## src/rtl/execute_forward_if.sv

```systemverilog
// Decode-side control/operand stream into the execute datapath, plus the
// data-memory port, write-back data and flags coming back out.
interface execute_forward_if #(
  parameter int unsigned DATA_W = 8
);
  logic [4:0]        op_dec;
  logic [1:0]        mux_sel_A;
  logic [1:0]        mux_sel_B;
  logic              imm_sel;
  logic [7:0]        imm;
  logic [DATA_W-1:0] rf_A;
  logic [DATA_W-1:0] rf_B;
  logic              mem_en_ex;
  logic              mem_rw_ex;
  logic              mem_mux_sel_dm;
  logic [DATA_W-1:0] dm_rdata;
  logic              dm_en;
  logic              dm_rw;
  logic [DATA_W-1:0] dm_addr;
  logic [DATA_W-1:0] dm_wdata;
  logic [DATA_W-1:0] wb_data;
  logic              flag_c;
  logic              flag_z;

  modport master (
    output op_dec, mux_sel_A, mux_sel_B, imm_sel, imm, rf_A, rf_B,
           mem_en_ex, mem_rw_ex, mem_mux_sel_dm, dm_rdata,
    input  dm_en, dm_rw, dm_addr, dm_wdata, wb_data, flag_c, flag_z
  );

  modport slave (
    input  op_dec, mux_sel_A, mux_sel_B, imm_sel, imm, rf_A, rf_B,
           mem_en_ex, mem_rw_ex, mem_mux_sel_dm, dm_rdata,
    output dm_en, dm_rw, dm_addr, dm_wdata, wb_data, flag_c, flag_z
  );
endinterface

```

## src/rtl/execute_forward_datapath.sv

```systemverilog
// Execute/data-memory datapath: operand forwarding, ALU, EX/DM/WB result
// registers, data-memory port drive and write-back data.
module execute_forward_datapath #(
  parameter int unsigned DATA_W = 8
) (
  input  logic              clk,
  input  logic              reset,
  execute_forward_if.slave  bus_if
);

  localparam int unsigned SUM_W = DATA_W + 1;

  localparam logic [2:0] FN_ADD  = 3'b000;
  localparam logic [2:0] FN_SUB  = 3'b001;
  localparam logic [2:0] FN_MOV  = 3'b010;
  localparam logic [2:0] FN_AND  = 3'b011;
  localparam logic [2:0] FN_OR   = 3'b100;
  localparam logic [2:0] FN_XOR  = 3'b101;
  localparam logic [2:0] FN_NOT  = 3'b110;
  localparam logic [2:0] FN_NAND = 3'b111;

  localparam logic [4:0] OP_LD = 5'b10100;
  localparam logic [4:0] OP_ST = 5'b10101;

  typedef logic [DATA_W-1:0] word_t;

  word_t            ans_ex_q, ans_ex_d;
  word_t            st_ex_q;
  word_t            ans_dm_q;
  word_t            ans_wb_q;
  logic             flag_c_q, flag_c_d;
  logic             flag_z_q, flag_z_d;

  word_t            dm_out_c;
  word_t            opa_c;
  word_t            fwd_b_c;
  word_t            alu_b_c;
  logic [SUM_W-1:0] add_c;
  logic [SUM_W-1:0] sub_c;

  // Forwarding source select shared by both operands.
  function automatic word_t fwd_pick(input logic [1:0] sel, input word_t rf,
                                     input word_t ex, input word_t dm,
                                     input word_t wb);
    case (sel)
      2'b00:   fwd_pick = rf;
      2'b01:   fwd_pick = ex;
      2'b10:   fwd_pick = dm;
      default: fwd_pick = wb;
    endcase
  endfunction

  // DM-stage result, operand muxes and the wide add/subtract paths.
  always_comb begin
    dm_out_c = bus_if.mem_mux_sel_dm ? bus_if.dm_rdata : ans_dm_q;
    opa_c    = fwd_pick(bus_if.mux_sel_A, bus_if.rf_A, ans_ex_q, dm_out_c, ans_wb_q);
    fwd_b_c  = fwd_pick(bus_if.mux_sel_B, bus_if.rf_B, ans_ex_q, dm_out_c, ans_wb_q);
    alu_b_c  = bus_if.imm_sel ? DATA_W'(bus_if.imm) : fwd_b_c;
    add_c    = SUM_W'(opa_c) + SUM_W'(alu_b_c);
    sub_c    = SUM_W'(opa_c) - SUM_W'(alu_b_c);
  end

  // ALU result and flag next-state; memory ops pass the address through.
  always_comb begin
    ans_ex_d = '0;
    flag_c_d = flag_c_q;
    flag_z_d = flag_z_q;
    if (!bus_if.op_dec[4]) begin
      case (bus_if.op_dec[2:0])
        FN_ADD: begin
          ans_ex_d = add_c[DATA_W-1:0];
          flag_c_d = add_c[DATA_W];
        end
        FN_SUB: begin
          ans_ex_d = sub_c[DATA_W-1:0];
          flag_c_d = sub_c[DATA_W];
        end
        FN_MOV:  ans_ex_d = alu_b_c;
        FN_AND:  ans_ex_d = opa_c & alu_b_c;
        FN_OR:   ans_ex_d = opa_c | alu_b_c;
        FN_XOR:  ans_ex_d = opa_c ^ alu_b_c;
        FN_NOT:  ans_ex_d = ~opa_c;
        FN_NAND: ans_ex_d = ~(opa_c & alu_b_c);
        default: ans_ex_d = '0;
      endcase
      flag_z_d = (ans_ex_d == '0);
    end else if (bus_if.op_dec == OP_LD || bus_if.op_dec == OP_ST) begin
      ans_ex_d = opa_c;
    end
  end

  // Pipeline result registers and flags; free-running, cleared by reset.
  always_ff @(posedge clk or negedge reset) begin
    if (!reset) begin
      ans_ex_q <= '0;
      st_ex_q  <= '0;
      ans_dm_q <= '0;
      ans_wb_q <= '0;
      flag_c_q <= 1'b0;
      flag_z_q <= 1'b0;
    end else begin
      ans_ex_q <= ans_ex_d;
      st_ex_q  <= fwd_b_c;
      ans_dm_q <= ans_ex_q;
      ans_wb_q <= dm_out_c;
      flag_c_q <= flag_c_d;
      flag_z_q <= flag_z_d;
    end
  end

  assign bus_if.dm_en    = bus_if.mem_en_ex;
  assign bus_if.dm_rw    = bus_if.mem_rw_ex;
  assign bus_if.dm_addr  = ans_ex_q;
  assign bus_if.dm_wdata = st_ex_q;
  assign bus_if.wb_data  = dm_out_c;
  assign bus_if.flag_c   = flag_c_q;
  assign bus_if.flag_z   = flag_z_q;

endmodule

```

## src/flat_wrapper.sv

```systemverilog
// flat-port wrapper written by rule: the top's interface ports become plain ports
module execute_forward_datapath_flat 
#(
  parameter int unsigned DATA_W = 8
)
  (clk, reset, bus_if_op_dec, bus_if_mux_sel_A, bus_if_mux_sel_B, bus_if_imm_sel, bus_if_imm, bus_if_rf_A, bus_if_rf_B, bus_if_mem_en_ex, bus_if_mem_rw_ex, bus_if_mem_mux_sel_dm, bus_if_dm_rdata, bus_if_dm_en, bus_if_dm_rw, bus_if_dm_addr, bus_if_dm_wdata, bus_if_wb_data, bus_if_flag_c, bus_if_flag_z);
  execute_forward_if #(.DATA_W(DATA_W)) bus_if_i ();
  input  logic clk;
  input  logic reset;
  input wire logic [$bits(bus_if_i.op_dec)-1:0] bus_if_op_dec;
  input wire logic [$bits(bus_if_i.mux_sel_A)-1:0] bus_if_mux_sel_A;
  input wire logic [$bits(bus_if_i.mux_sel_B)-1:0] bus_if_mux_sel_B;
  input wire logic [$bits(bus_if_i.imm_sel)-1:0] bus_if_imm_sel;
  input wire logic [$bits(bus_if_i.imm)-1:0] bus_if_imm;
  input wire logic [$bits(bus_if_i.rf_A)-1:0] bus_if_rf_A;
  input wire logic [$bits(bus_if_i.rf_B)-1:0] bus_if_rf_B;
  input wire logic [$bits(bus_if_i.mem_en_ex)-1:0] bus_if_mem_en_ex;
  input wire logic [$bits(bus_if_i.mem_rw_ex)-1:0] bus_if_mem_rw_ex;
  input wire logic [$bits(bus_if_i.mem_mux_sel_dm)-1:0] bus_if_mem_mux_sel_dm;
  input wire logic [$bits(bus_if_i.dm_rdata)-1:0] bus_if_dm_rdata;
  output wire logic [$bits(bus_if_i.dm_en)-1:0] bus_if_dm_en;
  output wire logic [$bits(bus_if_i.dm_rw)-1:0] bus_if_dm_rw;
  output wire logic [$bits(bus_if_i.dm_addr)-1:0] bus_if_dm_addr;
  output wire logic [$bits(bus_if_i.dm_wdata)-1:0] bus_if_dm_wdata;
  output wire logic [$bits(bus_if_i.wb_data)-1:0] bus_if_wb_data;
  output wire logic [$bits(bus_if_i.flag_c)-1:0] bus_if_flag_c;
  output wire logic [$bits(bus_if_i.flag_z)-1:0] bus_if_flag_z;
  assign bus_if_i.op_dec = bus_if_op_dec;
  assign bus_if_i.mux_sel_A = bus_if_mux_sel_A;
  assign bus_if_i.mux_sel_B = bus_if_mux_sel_B;
  assign bus_if_i.imm_sel = bus_if_imm_sel;
  assign bus_if_i.imm = bus_if_imm;
  assign bus_if_i.rf_A = bus_if_rf_A;
  assign bus_if_i.rf_B = bus_if_rf_B;
  assign bus_if_i.mem_en_ex = bus_if_mem_en_ex;
  assign bus_if_i.mem_rw_ex = bus_if_mem_rw_ex;
  assign bus_if_i.mem_mux_sel_dm = bus_if_mem_mux_sel_dm;
  assign bus_if_i.dm_rdata = bus_if_dm_rdata;
  assign bus_if_dm_en = bus_if_i.dm_en;
  assign bus_if_dm_rw = bus_if_i.dm_rw;
  assign bus_if_dm_addr = bus_if_i.dm_addr;
  assign bus_if_dm_wdata = bus_if_i.dm_wdata;
  assign bus_if_wb_data = bus_if_i.wb_data;
  assign bus_if_flag_c = bus_if_i.flag_c;
  assign bus_if_flag_z = bus_if_i.flag_z;
  execute_forward_datapath #(.DATA_W(DATA_W)) u_core (.clk(clk), .reset(reset), .bus_if(bus_if_i));
endmodule
```

## config.mk

```make
export PLATFORM = sky130hd
export DESIGN_NAME = execute_forward_datapath_flat
export DESIGN_NICKNAME = d
export VERILOG_FILES = /design/src/rtl/execute_forward_if.sv /design/src/rtl/execute_forward_datapath.sv /design/src/flat_wrapper.sv
export SDC_FILE = /design/constraint.sdc
export NUM_CORES = 1
export LEC_CHECK = 0
export CORE_AREA = 10 10 85 87
export CTS_BUF_LIST = sky130_fd_sc_hd__clkbuf_8
export DETAILED_ROUTE_END_ITERATION = 10
export DIE_AREA = 0 0 95 97
export GPL_TIMING_DRIVEN = 1
export PLACE_DENSITY = 0.85
export SLEW_MARGIN = 5
export SYNTH_ARGS = -nofsm -noshare
export SYNTH_HDL_FRONTEND = slang
export SYNTH_SLANG_ARGS = --single-unit
```

## constraint.sdc

```tcl
create_clock -name clk -period 5.93 [get_ports clk]
set_clock_uncertainty 0.1 [all_clocks]
set_input_delay 1.186 -clock clk [delete_from_list [all_inputs] [get_ports clk]]
set_output_delay 1.186 -clock clk [all_outputs]
set_load 0.01 [all_outputs]
```

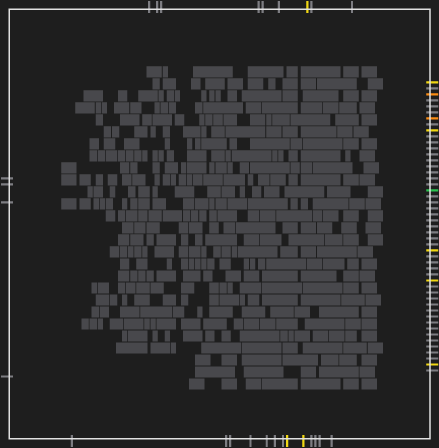
Figure 1: run 1, pin placement.
Pins as bars across the die edge, other pins in grey.
[orange] bus_if_mux_sel_A | pins: 2 | direction: input | edge: east
[yellow] bus_if_dm_addr | pins: 8 | direction: output | edge: 5 east, 2 south, 1 north
[green] bus_if_imm_sel | pins: 1 | direction: input | edge: east
all pins by edge: 49 east, 13 south, 9 north, 4 west
number of buffer cells added on primary ports: 70
vertical die size: 97 µm
width of the chip: 95 µm

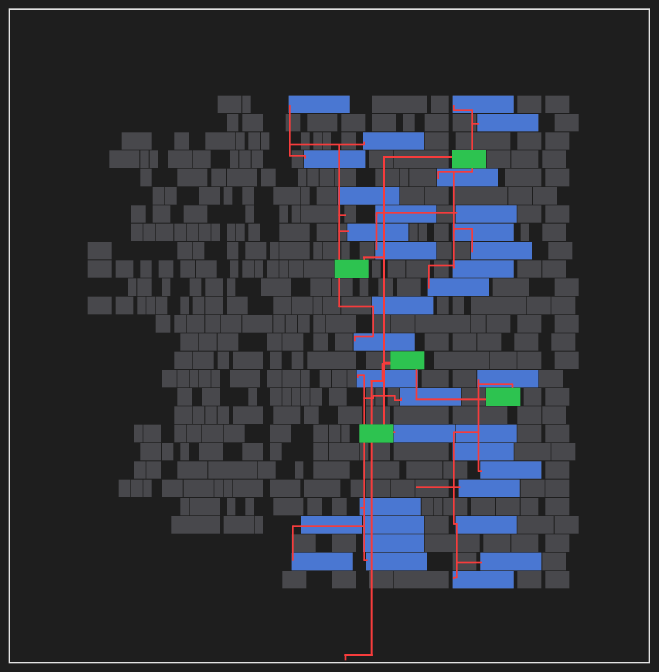
Figure 2: run 1, clock distribution.
[green] clock drivers | count: 5
[blue] flip-flops | count: 34
[red] clock wires | length: 381 µm
routed clock nets: 6

==> ci_impl_report.md, run 1 <==
### Flow metrics

| Metric | Value |
|---|---|
| Taps Inserted | `72` |
| Bufs w/o clock | `79` |
| Final Wtd Congestion | `0.8754` |
| Layout Area Growth over Synthesis | `29.30%` |
| Worst EP arrival | `5.36 ns` |
| Result of the run | `complete, no violations` |
| FILL cells | `408` |
| Net Sw Frac | `36.13%` |
| Min-Delay Endpoint | `u_core.ans_dm_q[7]` |
| Count of warnings emitted by yosys | `0` |
| Residual antenna-violating net count after detailed routing | `0` |
| Post-synthesis cell type count | `57` |
| Top cells by area in the synthesized netlist | `dfrtp_1 (29%), ha_1 (10%), mux4_2 (8.4%)` |
| Biggest area consumer among synthesized cells | `dfrtp_1` |
| Post-cts resize count | `0` |
| Top post-synthesis cells by count | `dfrtp_1 (34), a21oi_1 (28), inv_1 (27), ha_1 (24), nor2_1 (19)` |
| Synth flops | `34` |
| Fin util | `69.62%` |
| Netlist area before placement | `2947 µm²` |
| Crit Path Class | `in -> reg` |
| Nets in the synthesized netlist | `380` |
| Crit path from | `bus_if_mem_mux_sel_dm` |
| Met1 Resource Use GR | `24.27%` |
| Router iterations before antenna repair | `4` |
| Post-synthesis simple-gate area fraction | `13.33%` |
| Power Clock | `0.171 mW` |
| Fraction of layout instances using a drive strength above 1 | `11.97%` |
| Min Hold Slack | `0.3244 ns` |
| Non-clock buffers, area share | `20.16%` |
| Switch Pwr | `0.3242 mW` |
| Mapped Cells | `307` |
| Top-area cell share | `28.87%` |
| Overall overflow remaining after global route | `0` |
| Hold Crit Depth | `0` |
| Number of antenna violations at the first check in global routing | `0` |
| Design internal power | `0.5731 mW` |
| Multiplexer share of the synthesized area | `17.92%` |
| Main power-consuming group | `combinational cells` |
| Leak | `1.702 nW` |
| Complex-gate fraction of the synthesized area | `18.13%` |
| Mi-comb count | `226` |
| Share of the yosys chip area belonging to registers | `28.87%` |
| Final-report max-slew violation count | `0` |
| Maximum fanout encountered on the critical timing path | `6` |
| Post-route cell area | `3810 µm²` |
| Number of H-tree levels | `2` |
| Metal2 WL | `4044 µm` |
| Pin count of the biggest net entering global routing | `35` |
| Type of the worst min-delay path | `reg -> reg` |
| Number of warnings in the stage logs | `42` |
| Non-clock inverter count in the final layout | `29` |
| Area of the multi-input gates | `1901 µm²` |
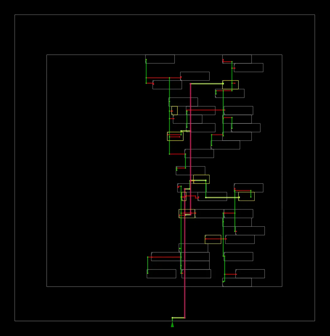
Figure 3: run 1, clock wiring as the flow saved it.
seq_cells: 34
total number of clock tree sinks: 34

run 1: worst max-delay path, stage by stage:
cell and delay (ns):
clkdlybuf4s50_1 0.54, buf_4 0.20, mux2_2 0.39, mux4_2 0.48, mux2i_1 0.39, ha_1 0.35
inv_1 0.16, o211ai_1 0.18, a211oi_1 0.35, nor4_1 0.10, o32a_1 0.31, or4_4 0.43
o41ai_2 0.28
run 1: state kept, by name, summed over array words and instances, names as in the netlist:
register / cells
u_core.bus_if.flag_c: 1
u_core.ans_dm_q: 8
u_core.bus_if.dm_wdata: 8
u_core.bus_if.dm_addr: 8
u_core.bus_if.flag_z: 1
u_core.ans_wb_q: 8
Figure 4. Cells by drive strength (run 1).
Scale bar: 20 µm.
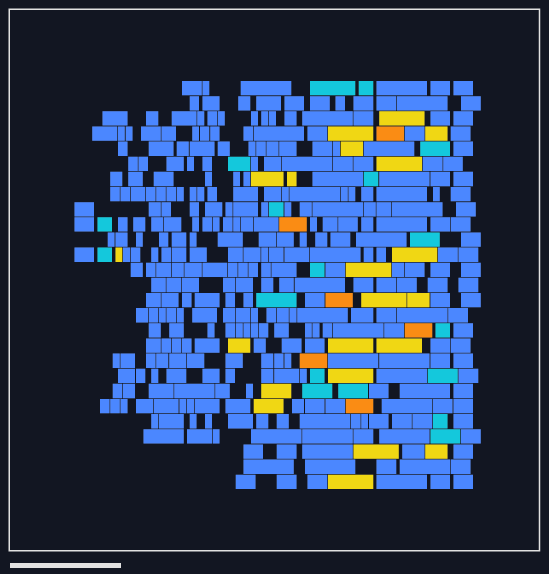

==> run 2, diff against run 1 <==
--- a/config.mk
+++ b/config.mk
@@ -10,7 +10,7 @@
 export DETAILED_ROUTE_END_ITERATION = 10
 export DIE_AREA = 0 0 95 97
 export GPL_TIMING_DRIVEN = 1
-export PLACE_DENSITY = 0.85
+export PLACE_DENSITY = 0.95
 export SLEW_MARGIN = 5
 export SYNTH_ARGS = -nofsm -noshare
 export SYNTH_HDL_FRONTEND = slang
==> constraint.sdc (replaced) <==
create_clock -name clk -period 6.5 [get_ports clk]
set_clock_uncertainty 0.1 [all_clocks]
set_input_delay 1.3 -clock clk [delete_from_list [all_inputs] [get_ports clk]]
set_output_delay 1.3 -clock clk [all_outputs]
set_load 0.01 [all_outputs]
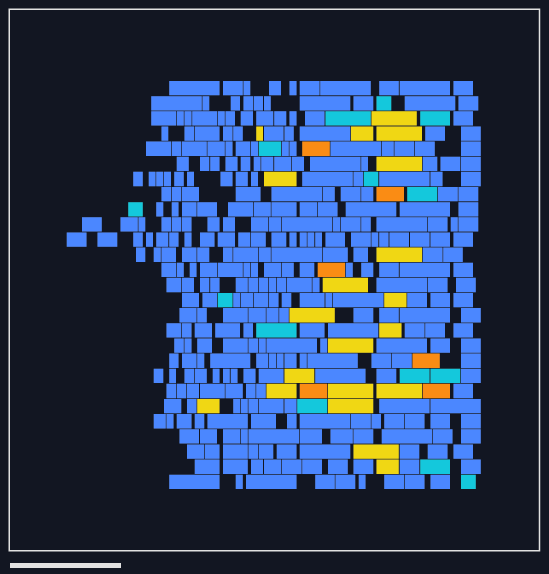
Figure 5: run 2, cells by drive strength.
Scale bar: 20 µm.
[orange] _6 and larger | cells: 6 | share: 1.6%
[cyan] _3 and _4 cells | cells: 14 | share: 3.8%
[yellow] _2 cells | cells: 20 | share: 5.4%
[blue] _0 and _1 cells | cells: 330 | share: 89%
Layout Area Growth over Synthesis: 27.98%
post-route cell area: 3771 µm²
post-layout worst setup margin: 0.9406 ns

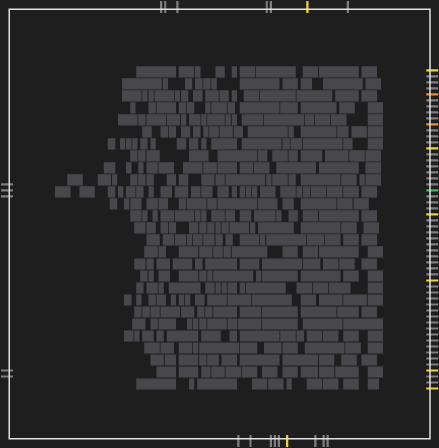
Figure 6: run 2, pin placement.
Pins as bars across the die edge, other pins in grey.
[green] bus_if_imm_sel | pins: 1 | direction: input | edge: east
[orange] bus_if_mux_sel_A | pins: 2 | direction: input | edge: east
[yellow] bus_if_dm_addr | pins: 8 | direction: output | edge: 6 east, 1 south, 1 north
all pins by edge: 54 east, 9 south, 7 north, 5 west

==> ci_impl_report.md, run 2 <==
### Flow metrics

| Metric | Value |
|---|---|
| Result of the run | `complete, no violations` |
| Overall overflow remaining after global route | `0 (unchanged)` |
| Top cells by area in the synthesized netlist | `dfrtp_1 (29%), ha_1 (10%), mux4_2 (8.4%)` |
| Family with the most delay on the worst path | `AND-OR/OR-AND gates` |
| Taps Inserted | `72 (unchanged)` |
| Number of H-tree levels | `2 (unchanged)` |
| Total number of clock tree sinks | `34 (unchanged)` |
| Final Wtd Congestion | `0.9094 (+3.9%)` |
| Area of the multi-input gates | `1901 µm² (unchanged)` |
| Overall fraction of global-route tracks in use | `21.23%` |
| Metal2 WL | `4499 µm (+11%)` |
| Number of buffers created by CTS | `5` |
| Type of the worst min-delay path | `reg -> reg` |
| Slowest stage cell on the critical path | `clkdlybuf4s50_1` |
| Share of the yosys chip area belonging to registers | `28.87% (unchanged)` |
| Number of buffer cells added on primary ports | `70 (unchanged)` |
| Tightest Pin Transition | `0.9122 ns` |
| Biggest area consumer among synthesized cells | `dfrtp_1` |
| Number of antenna violations at the first check in global routing | `0 (unchanged)` |
| Worst EP arrival | `5.64 ns (+0.28 ns)` |
| Residual antenna-violating net count after detailed routing | `0 (unchanged)` |
| Bufs w/o clock | `75 (-5.1%)` |
| Crit Path Class | `in -> reg` |
| Hold Crit Depth | `0 (unchanged)` |
| Count of warnings emitted by yosys | `0 (unchanged)` |
| Setup repair after global routing missed its margin | `false` |
| Mapped Cells | `307 (unchanged)` |
| Count of cell instances traversed by the critical path | `15 (+2)` |
| Peak per-stage delay on the critical path | `0.78 ns (+0.24 ns)` |
| Crit path from | `bus_if_mem_mux_sel_dm` |
| Final-report max-slew violation count | `0 (unchanged)` |
| Width of the chip | `95 µm (unchanged)` |
| Fin util | `68.91% (-0.71 points)` |
| Post-CTS Setup Repair Bufs | `0` |
| Number of warnings in the stage logs | `42 (unchanged)` |
| Maximum fanout encountered on the critical timing path | `8 (+2)` |
| Vertical die size | `97 µm (unchanged)` |
| Pin count of the biggest net entering global routing | `35 (unchanged)` |
| Netlist area before placement | `2947 µm² (unchanged)` |
| Min Hold Slack | `0.3421 ns (+0.01771 ns)` |
| Total buffers and inverters traversed by the critical path | `2 (-1)` |
| Synth flops | `34 (unchanged)` |
| Nets in the synthesized netlist | `380 (unchanged)` |
| Min-Delay Endpoint | `u_core.ans_dm_q[4]` |
| Finished Layout Cells | `442` |
| Leak | `1.674 nW (-1.7%)` |
| Non-clock inverter count in the final layout | `29 (unchanged)` |
| Seq_cells | `34 (unchanged)` |
| Router iterations before antenna repair | `5 (+1)` |
| Post-cts resize count | `0 (unchanged)` |
| Top post-synthesis cells by count | `dfrtp_1 (34), a21oi_1 (28), inv_1 (27), ha_1 (24), nor2_1 (19)` |
| Cell repeated most along the worst path | `a21oi_1` |
| FILL cells | `380 (-6.9%)` |
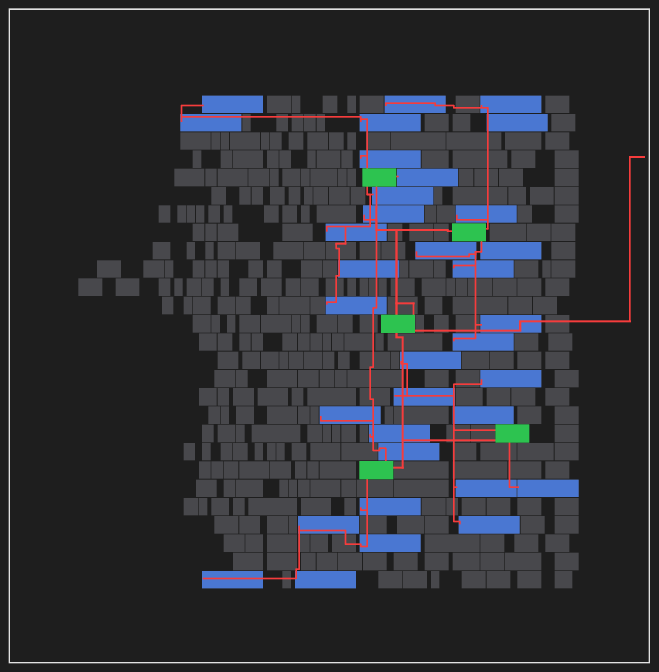
Figure 7: run 2, clock distribution.
[red] clock wires | length: 472 µm
[blue] flip-flops | count: 34
[green] clock drivers | count: 5
routed clock nets: 6

## run 2: cell counts after synthesis
No cell type changed its count.
## run 2: metal layers
metal  global-route usage, %  vias up
met4                   7.323        0
li1                        -     1237
met5                       0        -
met3                   5.474       41
met1                   26.89     1383
met2                   33.82      243
## run 2: cells by family (layout without fill, tap and decap cells)
group,Yosys count,in the layout,share of synthesized area [%]
adder cells (fa/ha/maj),26,26,11.55
buffers and inverters,47,110,6.624
XOR/XNOR,12,12,3.567
multiplexers,34,34,17.92
AND-OR/OR-AND,80,80,18.13
AND/OR/NAND/NOR,74,74,13.33
flip-flops,34,34,28.87
## run 2: power by group
group          switching, mW  internal (mW)  total, mW
clock network         0.0766         0.0817      0.158
logic                  0.219          0.193      0.412
registers             0.0211          0.244      0.265
Figure 8. Clock wiring as the flow saved it (run 2).
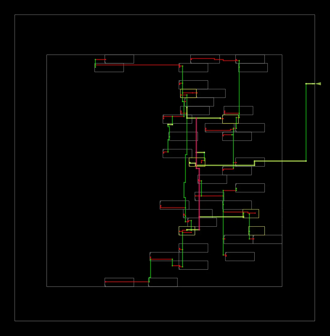

==> run 3, diff against run 2 <==
--- a/config.mk
+++ b/config.mk
@@ -5,10 +5,11 @@
 export SDC_FILE = /design/constraint.sdc
 export NUM_CORES = 1
 export LEC_CHECK = 0
-export CORE_AREA = 10 10 85 87
+export ABC_AREA = 1
+export CORE_AREA = 10 10 88 90
 export CTS_BUF_LIST = sky130_fd_sc_hd__clkbuf_8
 export DETAILED_ROUTE_END_ITERATION = 10
-export DIE_AREA = 0 0 95 97
+export DIE_AREA = 0 0 98 100
 export GPL_TIMING_DRIVEN = 1
 export PLACE_DENSITY = 0.95
 export SLEW_MARGIN = 5
==> constraint.sdc (replaced) <==
create_clock -name clk -period 6.5 [get_ports clk]
set_clock_uncertainty 0.1 [all_clocks]
set_input_delay 0.65 -clock clk [delete_from_list [all_inputs] [get_ports clk]]
set_output_delay 0.65 -clock clk [all_outputs]
set_load 0.01 [all_outputs]
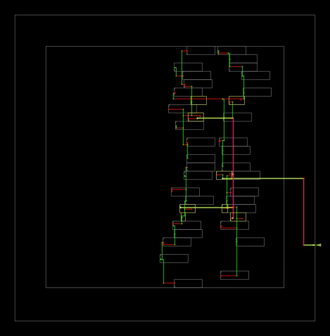
Figure 9: run 3, clock wiring as the flow saved it.
number of buffers created by CTS: 5
Power Clock: 0.156 mW
number of clock buffers in the layout: 6
clk_lat worst skew: 0.28 ns

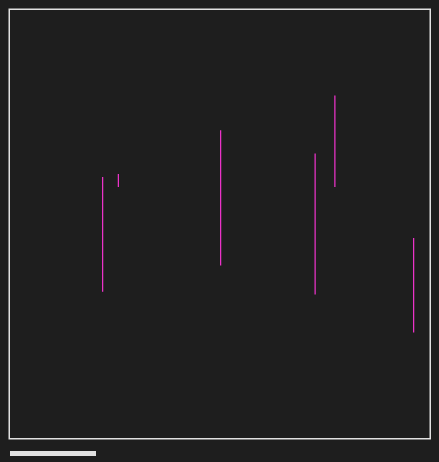
Figure 10: run 3, M4 wires.
Scale bar: 20 µm.
wire length on this layer: 136 µm
main direction: vertical
overall routed net length: 10140 µm
total vias in the final route: 3484

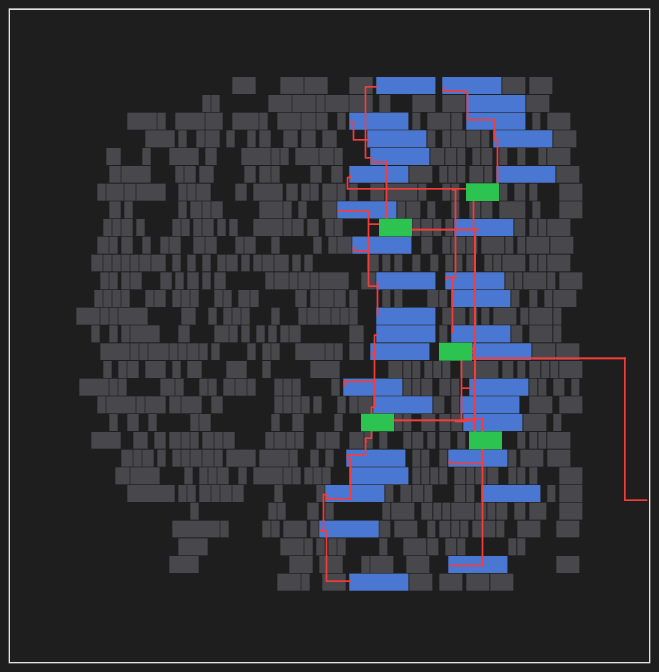
Figure 11: run 3, clock distribution.
[blue] flip-flops | count: 34
[red] clock wires | length: 380 µm
[green] clock drivers | count: 5
routed clock nets: 6
share of power burned in the clock network: 19.9%

==> ci_impl_report.md, run 3 <==
### Flow metrics

| Metric | Value |
|---|---|
| Slowest stage cell on the critical path | `clkdlybuf4s50_1` |
| Met3 routing resource usage after global routing | `3.434% (-2.0 points)` |
| Most congested layer reported by global routing | `met2` |
| Crit Path Class | `in -> reg` |
| Total number of clock tree sinks | `34 (unchanged)` |
| Post-route cell area | `4015 µm² (+6.5%)` |
| Residual antenna-violating net count after detailed routing | `0 (unchanged)` |
| Count of warnings emitted by yosys | `0 (unchanged)` |
| Min Hold Slack | `0.3437 ns (+0.001576 ns)` |
| Mean routed wirelength per cell | `15.45 µm` |
| Switch Pwr | `0.3120 mW (-1.4%)` |
| Number of antenna violations at the first check in global routing | `0 (unchanged)` |
| Main power-consuming group | `combinational cells` |
| Leak | `2.113 nW (+26%)` |
| Antenna diode instance count | `0` |
| Post-synthesis cell type count | `31` |
| Placed instance count | `648` |
| Top post-synthesis cells by count | `nand2_1 (181), inv_1 (69), nand3_1 (55), dfrtp_1 (34), nor2_1 (27)` |
| Synth flops | `34 (unchanged)` |
| Final Wtd Congestion | `0.9626 (+5.9%)` |
| Fin util | `65.48% (-3.4 points)` |
| Leading cell types in the layout, fill and taps excluded | `nand2_1 (181), inv_1 (70), clkdlybuf4s50_1 (70)` |
| Setup repair after global routing missed its margin | `false` |
| Mapped Cells | `514 (+67%)` |
| Chip area | `9800 µm²` |
| Crit path cell chain | `clkdlybuf4s50_1, inv_1, nand2_1, nand2_1, nand2_1, nand2_1, o21ai_1, ha_1, inv_1, fa_1, or2_2, nand3_1, nand3_1, nor2_1, nand2_1, inv_1, nand2_1, nand2_1, nand2_1, nor2_1, nand3_1, nand2_1` |
| Hold violation count in the final report | `0` |
| Worst EP arrival | `4.02 ns (-1.62 ns)` |
| Min-Delay Endpoint | `u_core.ans_dm_q[6]` |
| Hold Crit Depth | `0 (unchanged)` |
| Share of the yosys chip area belonging to registers | `26.60% (-2.3 points)` |
| Worst hold path startpoint | `u_core.bus_if.dm_addr[6]` |
| Global Route met2 Usage | `37.66% (+3.8 points)` |
| Count of cell instances traversed by the critical path | `22 (+7)` |
| Result of the run | `complete, no violations` |
| Avg Cell Area, Syn | `6.222 µm²` |
| Net Sw Frac | `39.73% (+1.9 points)` |
| M1 WL | `4265 µm` |
| Type of the worst min-delay path | `reg -> reg` |
| Netlist area before placement | `3198 µm² (+8.5%)` |
| Worst reg-to-reg setup slack | `3.54 ns` |
| Comb power | `0.374 mW (-9.2%)` |
| Post-cts resize count | `0 (unchanged)` |
| Reg power frac | `32.5% (+0.8 points)` |
| Layout Area Growth over Synthesis | `25.55%` |
| Nets in the synthesized netlist | `587 (+54%)` |
| Iteration-0 DRC Markers | `191` |
| Final-report max-slew violation count | `0 (unchanged)` |
| Number of buffer cells added on primary ports | `70 (unchanged)` |
| Post-CTS Setup Repair Bufs | `0 (unchanged)` |
| FILL cells | `559 (+47%)` |
| Crit path from | `bus_if_mem_mux_sel_dm` |
| Maximum fanout encountered on the critical timing path | `11 (+3)` |
| Tightest Pin Transition | `0.6159 ns (-0.2963 ns)` |
| Proportion of power drawn by combinational gates | `47.6% (-1.7 points)` |
| Vertical die size | `100 µm (+3.1%)` |
| Pin count of the biggest net entering global routing | `35 (unchanged)` |
| Pre-CTS setup slack | `2.344 ns` |
| Peak per-stage delay on the critical path | `0.68 ns (-0.10 ns)` |
| Power attributed to sequential cells | `0.255 mW (-4%)` |
| Router iterations before antenna repair | `5 (unchanged)` |
| Number of warnings in the stage logs | `42 (unchanged)` |
| Area of the multi-input gates | `1961 µm² (+3.2%)` |
| Finished Layout Cells | `656 (+48%)` |
| Post-layout worst setup margin | `2.602 ns (+1.662 ns)` |
| Top cells by area in the synthesized netlist | `dfrtp_1 (27%), nand2_1 (21%), ha_1 (9.4%)` |
| Post-route clock period utilization | `59.96%` |
| Number of H-tree levels | `2 (unchanged)` |
| Total buffers and inverters traversed by the critical path | `4 (+2)` |
| Biggest area consumer among synthesized cells | `dfrtp_1` |
| Overall fraction of global-route tracks in use | `20.31% (-0.92 points)` |
| Family with the most delay on the worst path | `simple AND/OR/NAND/NOR gates` |
| Width of the chip | `98 µm (+3.2%)` |
| Metal2 WL | `5121 µm (+14%)` |
| Cell repeated most along the worst path | `nand2_1` |
| Design internal power | `0.4733 mW (-8.8%)` |
| Met1 Resource Use GR | `23.18% (-3.7 points)` |
| Overall overflow remaining after global route | `0 (unchanged)` |
-- run 3: cells by family (layout without fill, tap and decap cells) --
| family | count (synthesis) | after routing | synth area share [%] |
|---|---|---|---|
| compound gates | 56 | 56 | 9.312 |
| simple gates | 298 | 298 | 40.26 |
| xor+xnor | 4 | 4 | 1.095 |
| flops | 34 | 34 | 26.60 |
| buf+inv | 96 | 161 | 12.09 |
| fa+ha+maj | 26 | 26 | 10.64 |
-- run 3: layout make-up --
cell class / count / area share [%]
Tap cell: 77 / 2.400
Multi-Input combinational cell: 384 / 48.83
Timing Repair Buffer: 71 / 17.64
Clock buffer: 6 / 2.057
Inverter: 82 / 7.666
Clock inverter: 2 / 0.2181
Sequential cell: 34 / 21.19
Power figures rest on the tool's default switching activity, not on a simulated workload.
